==> src/rtl/life_engine_if.sv <==
// life_engine_if: control, status and display-read signals of the Game of Life engine.
// Latency: none; plain wires between the sequencer/colour stage and the engine.
// Backpressure: none; requests are single-cycle pulses, status is level.
interface life_engine_if;
  logic        frame_pulse;
  logic        run;
  logic        step;
  logic        reseed;
  logic [7:0]  rd_index;
  logic        rd_alive;
  logic        busy;
  logic [15:0] gen_count;
  logic [8:0]  pop_count;
  logic        overrun;

  modport master (
    output frame_pulse, run, step, reseed, rd_index,
    input  rd_alive, busy, gen_count, pop_count, overrun
  );

  modport slave (
    input  frame_pulse, run, step, reseed, rd_index,
    output rd_alive, busy, gen_count, pop_count, overrun
  );
endinterface

==> src/rtl/life_engine.sv <==
// life_engine: 16x16 toroidal Game of Life grid, serial next-gen into a shadow buffer, atomic commit.
// Latency: rd_alive is combinational; a new generation shows 258 edges after the request edge.
// Backpressure: none; requests while a generation is pending or in flight are dropped and set overrun.
module life_engine #(
  parameter logic [255:0] SEED      = 256'h7_0004_0002,
  parameter int unsigned  FRAME_DIV = 8
) (
  input logic          clk,
  input logic          rst_n,
  life_engine_if.slave bus
);
  typedef enum logic [1:0] {IDLE, COMPUTE, COMMIT} state_t;

  function automatic logic [8:0] popcnt(input logic [255:0] g);
    logic [8:0] c;
    c = '0;
    for (int i = 0; i < 256; i++) c = c + {8'd0, g[i]};
    return c;
  endfunction

  localparam logic [8:0] SEED_POP = popcnt(SEED);
  localparam logic [7:0] DIV_LAST = 8'(FRAME_DIV - 1);

  state_t       state_q;
  logic [255:0] cur_q, nxt_q;
  logic [7:0]   idx_q, div_q;
  logic [8:0]   popacc_q, pop_q;
  logic [15:0]  gen_q;
  logic         busy_q, ovr_q, req_q;

  logic [3:0]   x_d, y_d, xm_d, xp_d, ym_d, yp_d, nsum_d;
  logic         nxt_bit_d, div_tick_d, gen_req_d, accept_d;

  // Neighbour sum of cur[idx] with wrap-around on both axes, and the resulting next-state bit.
  always_comb begin
    x_d  = idx_q[3:0];
    y_d  = idx_q[7:4];
    xm_d = x_d - 4'd1;
    xp_d = x_d + 4'd1;
    ym_d = y_d - 4'd1;
    yp_d = y_d + 4'd1;
    nsum_d = {3'd0, cur_q[{ym_d, xm_d}]} + {3'd0, cur_q[{ym_d, x_d}]} + {3'd0, cur_q[{ym_d, xp_d}]}
           + {3'd0, cur_q[{y_d,  xm_d}]}                               + {3'd0, cur_q[{y_d,  xp_d}]}
           + {3'd0, cur_q[{yp_d, xm_d}]} + {3'd0, cur_q[{yp_d, x_d}]} + {3'd0, cur_q[{yp_d, xp_d}]};
    nxt_bit_d = (nsum_d == 4'd3) | (cur_q[idx_q] & (nsum_d == 4'd2));
  end

  // Generation request from the frame divider (run=1) or a step pulse (run=0); accepted only when fully idle.
  always_comb begin
    div_tick_d = bus.run & bus.frame_pulse & (div_q == DIV_LAST);
    gen_req_d  = div_tick_d | (~bus.run & bus.step);
    accept_d   = gen_req_d & (state_q == IDLE) & ~req_q;
  end

  // Engine FSM: reseed overrides everything; otherwise divider, request latch, compute sweep and commit.
  always_ff @(posedge clk or negedge rst_n) begin
    if (!rst_n) begin
      state_q  <= IDLE;
      cur_q    <= SEED;
      nxt_q    <= '0;
      idx_q    <= '0;
      div_q    <= '0;
      popacc_q <= '0;
      pop_q    <= SEED_POP;
      gen_q    <= '0;
      busy_q   <= 1'b0;
      ovr_q    <= 1'b0;
      req_q    <= 1'b0;
    end else if (bus.reseed) begin
      state_q  <= IDLE;
      cur_q    <= SEED;
      idx_q    <= '0;
      div_q    <= '0;
      popacc_q <= '0;
      pop_q    <= SEED_POP;
      gen_q    <= '0;
      busy_q   <= 1'b0;
      ovr_q    <= 1'b0;
      req_q    <= 1'b0;
    end else begin
      // The divider keeps counting while busy so frame cadence is not disturbed by a slow generation.
      if (!bus.run) begin
        div_q <= '0;
      end else if (bus.frame_pulse) begin
        div_q <= div_tick_d ? 8'd0 : div_q + 8'd1;
      end
      if (gen_req_d && !accept_d) ovr_q <= 1'b1;
      if (accept_d) req_q <= 1'b1;
      case (state_q)
        IDLE: begin
          if (req_q) begin
            state_q  <= COMPUTE;
            idx_q    <= '0;
            popacc_q <= '0;
            busy_q   <= 1'b1;
            req_q    <= 1'b0;
          end
        end
        COMPUTE: begin
          nxt_q[idx_q] <= nxt_bit_d;
          popacc_q     <= popacc_q + {8'd0, nxt_bit_d};
          idx_q        <= idx_q + 8'd1;
          if (idx_q == 8'd255) state_q <= COMMIT;
        end
        COMMIT: begin
          cur_q   <= nxt_q;
          pop_q   <= popacc_q;
          gen_q   <= gen_q + 16'd1;
          busy_q  <= 1'b0;
          state_q <= IDLE;
        end
        default: state_q <= IDLE;
      endcase
    end
  end

  assign bus.rd_alive  = cur_q[bus.rd_index];
  assign bus.busy      = busy_q;
  assign bus.gen_count = gen_q;
  assign bus.pop_count = pop_q;
  assign bus.overrun   = ovr_q;
endmodule

==> src/flat_wrapper.sv <==
// flat-port wrapper written by rule: the top's interface ports become plain ports
module life_engine_flat 
#(
  parameter logic [255:0] SEED      = 256'h7_0004_0002,
  parameter int unsigned  FRAME_DIV = 8
)
  (clk, rst_n, bus_frame_pulse, bus_run, bus_step, bus_reseed, bus_rd_index, bus_rd_alive, bus_busy, bus_gen_count, bus_pop_count, bus_overrun);
  life_engine_if bus_i ();
  input logic clk;
  input logic rst_n;
  input wire logic [$bits(bus_i.frame_pulse)-1:0] bus_frame_pulse;
  input wire logic [$bits(bus_i.run)-1:0] bus_run;
  input wire logic [$bits(bus_i.step)-1:0] bus_step;
  input wire logic [$bits(bus_i.reseed)-1:0] bus_reseed;
  input wire logic [$bits(bus_i.rd_index)-1:0] bus_rd_index;
  output wire logic [$bits(bus_i.rd_alive)-1:0] bus_rd_alive;
  output wire logic [$bits(bus_i.busy)-1:0] bus_busy;
  output wire logic [$bits(bus_i.gen_count)-1:0] bus_gen_count;
  output wire logic [$bits(bus_i.pop_count)-1:0] bus_pop_count;
  output wire logic [$bits(bus_i.overrun)-1:0] bus_overrun;
  assign bus_i.frame_pulse = bus_frame_pulse;
  assign bus_i.run = bus_run;
  assign bus_i.step = bus_step;
  assign bus_i.reseed = bus_reseed;
  assign bus_i.rd_index = bus_rd_index;
  assign bus_rd_alive = bus_i.rd_alive;
  assign bus_busy = bus_i.busy;
  assign bus_gen_count = bus_i.gen_count;
  assign bus_pop_count = bus_i.pop_count;
  assign bus_overrun = bus_i.overrun;
  life_engine #(.SEED(SEED), .FRAME_DIV(FRAME_DIV)) u_core (.clk(clk), .rst_n(rst_n), .bus(bus_i));
endmodule
==> config.mk <==
export PLATFORM = sky130hd
export DESIGN_NAME = life_engine_flat
export DESIGN_NICKNAME = d
export VERILOG_FILES = /design/src/rtl/life_engine_if.sv /design/src/rtl/life_engine.sv /design/src/flat_wrapper.sv
export SDC_FILE = /design/constraint.sdc
export NUM_CORES = 1
export LEC_CHECK = 0
export ABC_AREA = 1
export CAP_MARGIN = 10
export CORE_MARGIN = 4
export CORE_UTILIZATION = 64
export CTS_CLUSTER_DIAMETER = 120
export CTS_CLUSTER_SIZE = 25
export DETAILED_ROUTE_END_ITERATION = 16
export HOLD_SLACK_MARGIN = 0.1
export PLACE_DENSITY_LB_ADDON = 0.05
export RECOVER_POWER = 25
export SETUP_SLACK_MARGIN = 0.2
export SYNTH_ARGS = -nofsm -noshare
export SYNTH_HDL_FRONTEND = slang
export SYNTH_SLANG_ARGS = --single-unit
==> constraint.sdc <==
create_clock -name clk -period 9.5 [get_ports clk]
set_clock_uncertainty 0.05 [all_clocks]
set_input_delay 2.375 -clock clk [delete_from_list [all_inputs] [get_ports clk]]
set_output_delay 2.375 -clock clk [all_outputs]
set_load 0.01 [all_outputs]
==> out/metrics.cfg <==
[status]
violations=max-capacitance violations, max-slew violations
outcome=finished, violations left

[global_route]
grt_use_met3_pct=9.81
grt_pass1_vias=34000
grt_max_degree=149
grtUsageMet2_pct=62.3

[route]
routed-wl-met2_um=53900
drc=0
dr.pass1.iters=7
drt_iter0_drc=4707
vias_per_cell=6.34
ant_nets=0
met1_length_um=47500

[synth]
yosys_warnings=0
synth-edff-count=0
synthAdderAreaFrac_pct=0.811
ys_sh_simple_pct=34.8
yosysTopAreaCell=dfrtp_1
area_leaders=dfrtp_1 39%, nand2_1 14%, nand3_1 10%
mux_share_pct=0
synth-main-ff-cell=dfrtp_1
ys_sh_aoi_pct=13.8
common_cells=1,325 x nand2_1, 724 x nand3_1, 653 x o21ai_0
synthesis.area_sq_mm=0.0361
ys_types=45
yosysChipArea_sq_mm=0.0361
synth.avg_cell_area_sq_um=6.92
synthCells=5214
xor_area_share_pct=0.187
synth.top_cell.area_share_pct=38.8

[worst_setup_path]
max_stage_delay_ns=0.82
rr_worst_depth=29
crit_fanout=34
crit_top_cell=nand2_1
regToRegSetupSlack_ns=1.15
crit_arrival_ns=5.98
cp-start-kind=input pin
rr_endpoint=u_core.popacc_q[8]
path_cells=buf_4, inv_2, buf_4, a21oi_1, o21ai_0, nand3_1, nand3_1, nand2_1, o21ai_0, nand2_1, nand2_1, nand3b_1, nand2_1, clkdlybuf4s50_1
regToRegStartpoint=u_core.idx_q[5]
endpoint=bus_rd_alive
cp_data_required_time_ns=7.08
path_class=input pin to primary output
cp_slowest_cell=inv_2

[clocking]
cts_tree=done
cts_buffer_depth=3
cts_resized=0
clkLatencyLatePin_ns=0.64
clock-sinks=567
clock-root-buffer=clkbuf_16
numCtsBuffers=26
htree_levels=1

[die]
num_io_pins=42
die_x_um=245
initCoreUtil_pct=65.1
die_h_um=245
dieArea_sq_mm=0.0602

[final_timing]
period_needed_ns=8.40
worstMarginPinSlew_ns=4.74
maxSlewViolCount=218
worst_hold_slack_ns=0.434
worst_slack_ns=1.10
finalCritPeriodShare_pct=88.4
slew_headroom_pct=-216
tns_ns=0
max_freq_ghz=0.119
rsz0062_at_grt=false

[finish]
synthToLayoutAreaGrowth_pct=2.30
final_nets=4989
lay_top_cells=1,323 x nand2_1, 724 x nand3_1, 653 x o21ai_0, 558 x dfrtp_1, 500 x inv_1
mostFrequentLayoutCell=nand2_1
drive_gt1_share_pct=6.37

[power_and_ir_drop]
p_leak_nw=16.4
vdd_drop_max_mv=1.04

[place]
place_hpwl_um=76600
gp_congestion=1.01
io_buffers=41
pre_cts_ws_ns=1.41

[worst_hold_path]
hp-start=u_core.bus.gen_count[15]
hold_end=u_core.bus.gen_count[15]
worst_hold_path.num_cells=1

[run]
drv_cap=4

## cell families (layout without fill, tap and decap cells)
logic type                 Yosys count  in the layout
AOI/OAI and AO/OA                  957            957
adders and majority gates           21             21
xor gates and xnor gates             6              6
other                                0              5
DFF                                567            567
and+or+nand+nor                   2729           2729
buffers and inverters              934            694
## worst max-delay path, delay by kind of cell
kind | cells | cell delay (ns)
buffers and inverters | 4 | 2.06
AND/OR/NAND/NOR | 7 | 0.80
AND-OR/OR-AND | 3 | 0.69
## state kept, by name, summed over array words and instances (netlist names)
| register | flops |
|---|---|
| u_core.idx_q | 8 |
| u_core.bus.busy | 1 |
| u_core.req_q | 1 |
| u_core.popacc_q | 9 |
| u_core.state_q | 2 |
| u_core.bus.overrun | 1 |
| u_core.bus.gen_count | 16 |
| u_core.bus.pop_count | 9 |
| u_core.cur_q | 256 |
| u_core.nxt_q | 256 |
| u_core.div_q | 8 |
## layout make-up
class | instances | area [sq um]
Antenna cell | 5 | 12.5
Clock buffer | 47 | 751
Clock inverter | 1 | 8.76
Fill cell | 4996 | 18500
Inverter | 528 | 1990
Multi-Input combinational cell | 3713 | 18000
Sequential cell | 567 | 14200
Tap cell | 748 | 936
Timing Repair Buffer | 118 | 1020
## where the power goes
group / internal (mW) / switching [mW] / total [mW]
Clock: 0.543 / 0.826 / 1.37
Combinational: 0.890 / 4.32 / 5.21
Sequential: 2.42 / 0.0150 / 2.44
Total: 3.86 / 5.16 / 9.02
## metrics by stage
stage | util, % | power (mW) | cell area, sq um | std cells
floorplan | - | 7.01 | 36100 | 5214
global placement | 65.3 | 7.54 | 36200 | 5674
detailed placement | 65.3 | 7.54 | 36200 | 5674
CTS | 66.6 | 8.88 | 36900 | 5722
global route | 66.6 | 9.38 | 36900 | 5722
finish | 66.6 | 9.02 | 36900 | 5727
**Placed standard cells**

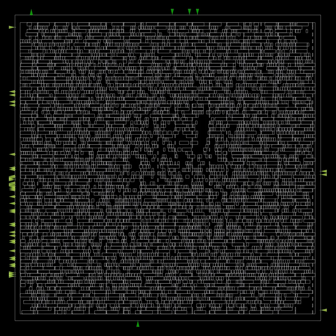
flop count: 567
Core Util, Final: 66.6%
Seq/total area: 38.5%
# Taps: 748
# fillers: 4,996

**Routed metal, one color a layer**

(1.5 px per um) Two of the layers only.
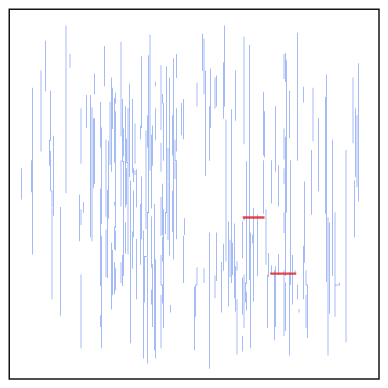
| color | layer | wire length |
|---|---|---|
| blue | M4 | 8,790 um |
| red | M5 | 28.5 um |

**Sequential cells grouped by signal name**

(2 px per um) Other sequential cells in the stronger gray, the rest of the logic in the fainter gray.
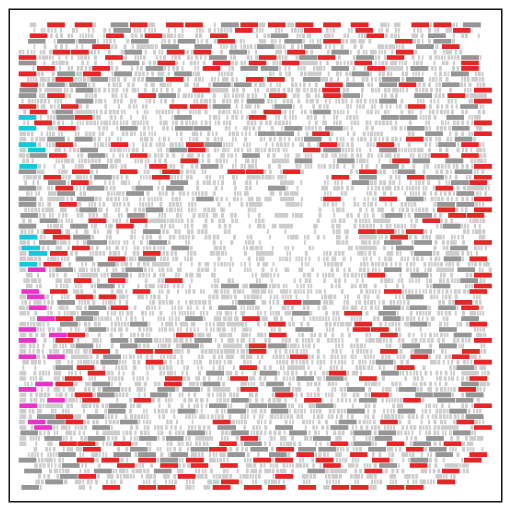
| color | signal | sequential cells |
|---|---|---|
| magenta | `u_core.bus.gen_count` | 16 |
| red | `u_core.nxt_q` | 256 |
| cyan | `u_core.bus.pop_count` | 9 |
not colored: 286

**Wire density map**

(1.5 px per um) 25 x 25 tiles, from dark blue (low) to red (high), scaled to the fullest tile. Values are wire area over tile area, all layers added.
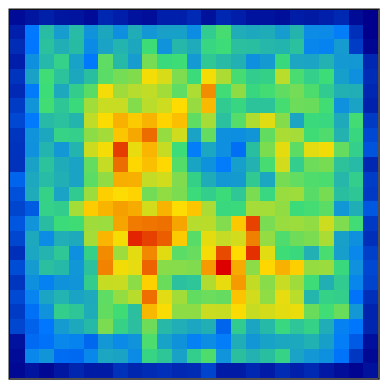
mean over tiles: 0.37
fullest tile: 0.83
tiles over half the peak: 40%
nearly empty tiles: 1.1%
densest ninth of the die: middle
total number of vias: 36,300
Tot GR Track Use: 41.1%
drt total wl: 125,000 um
drt wl/cell: 21.8 um

Power is estimated from default activity; no workload was simulated.
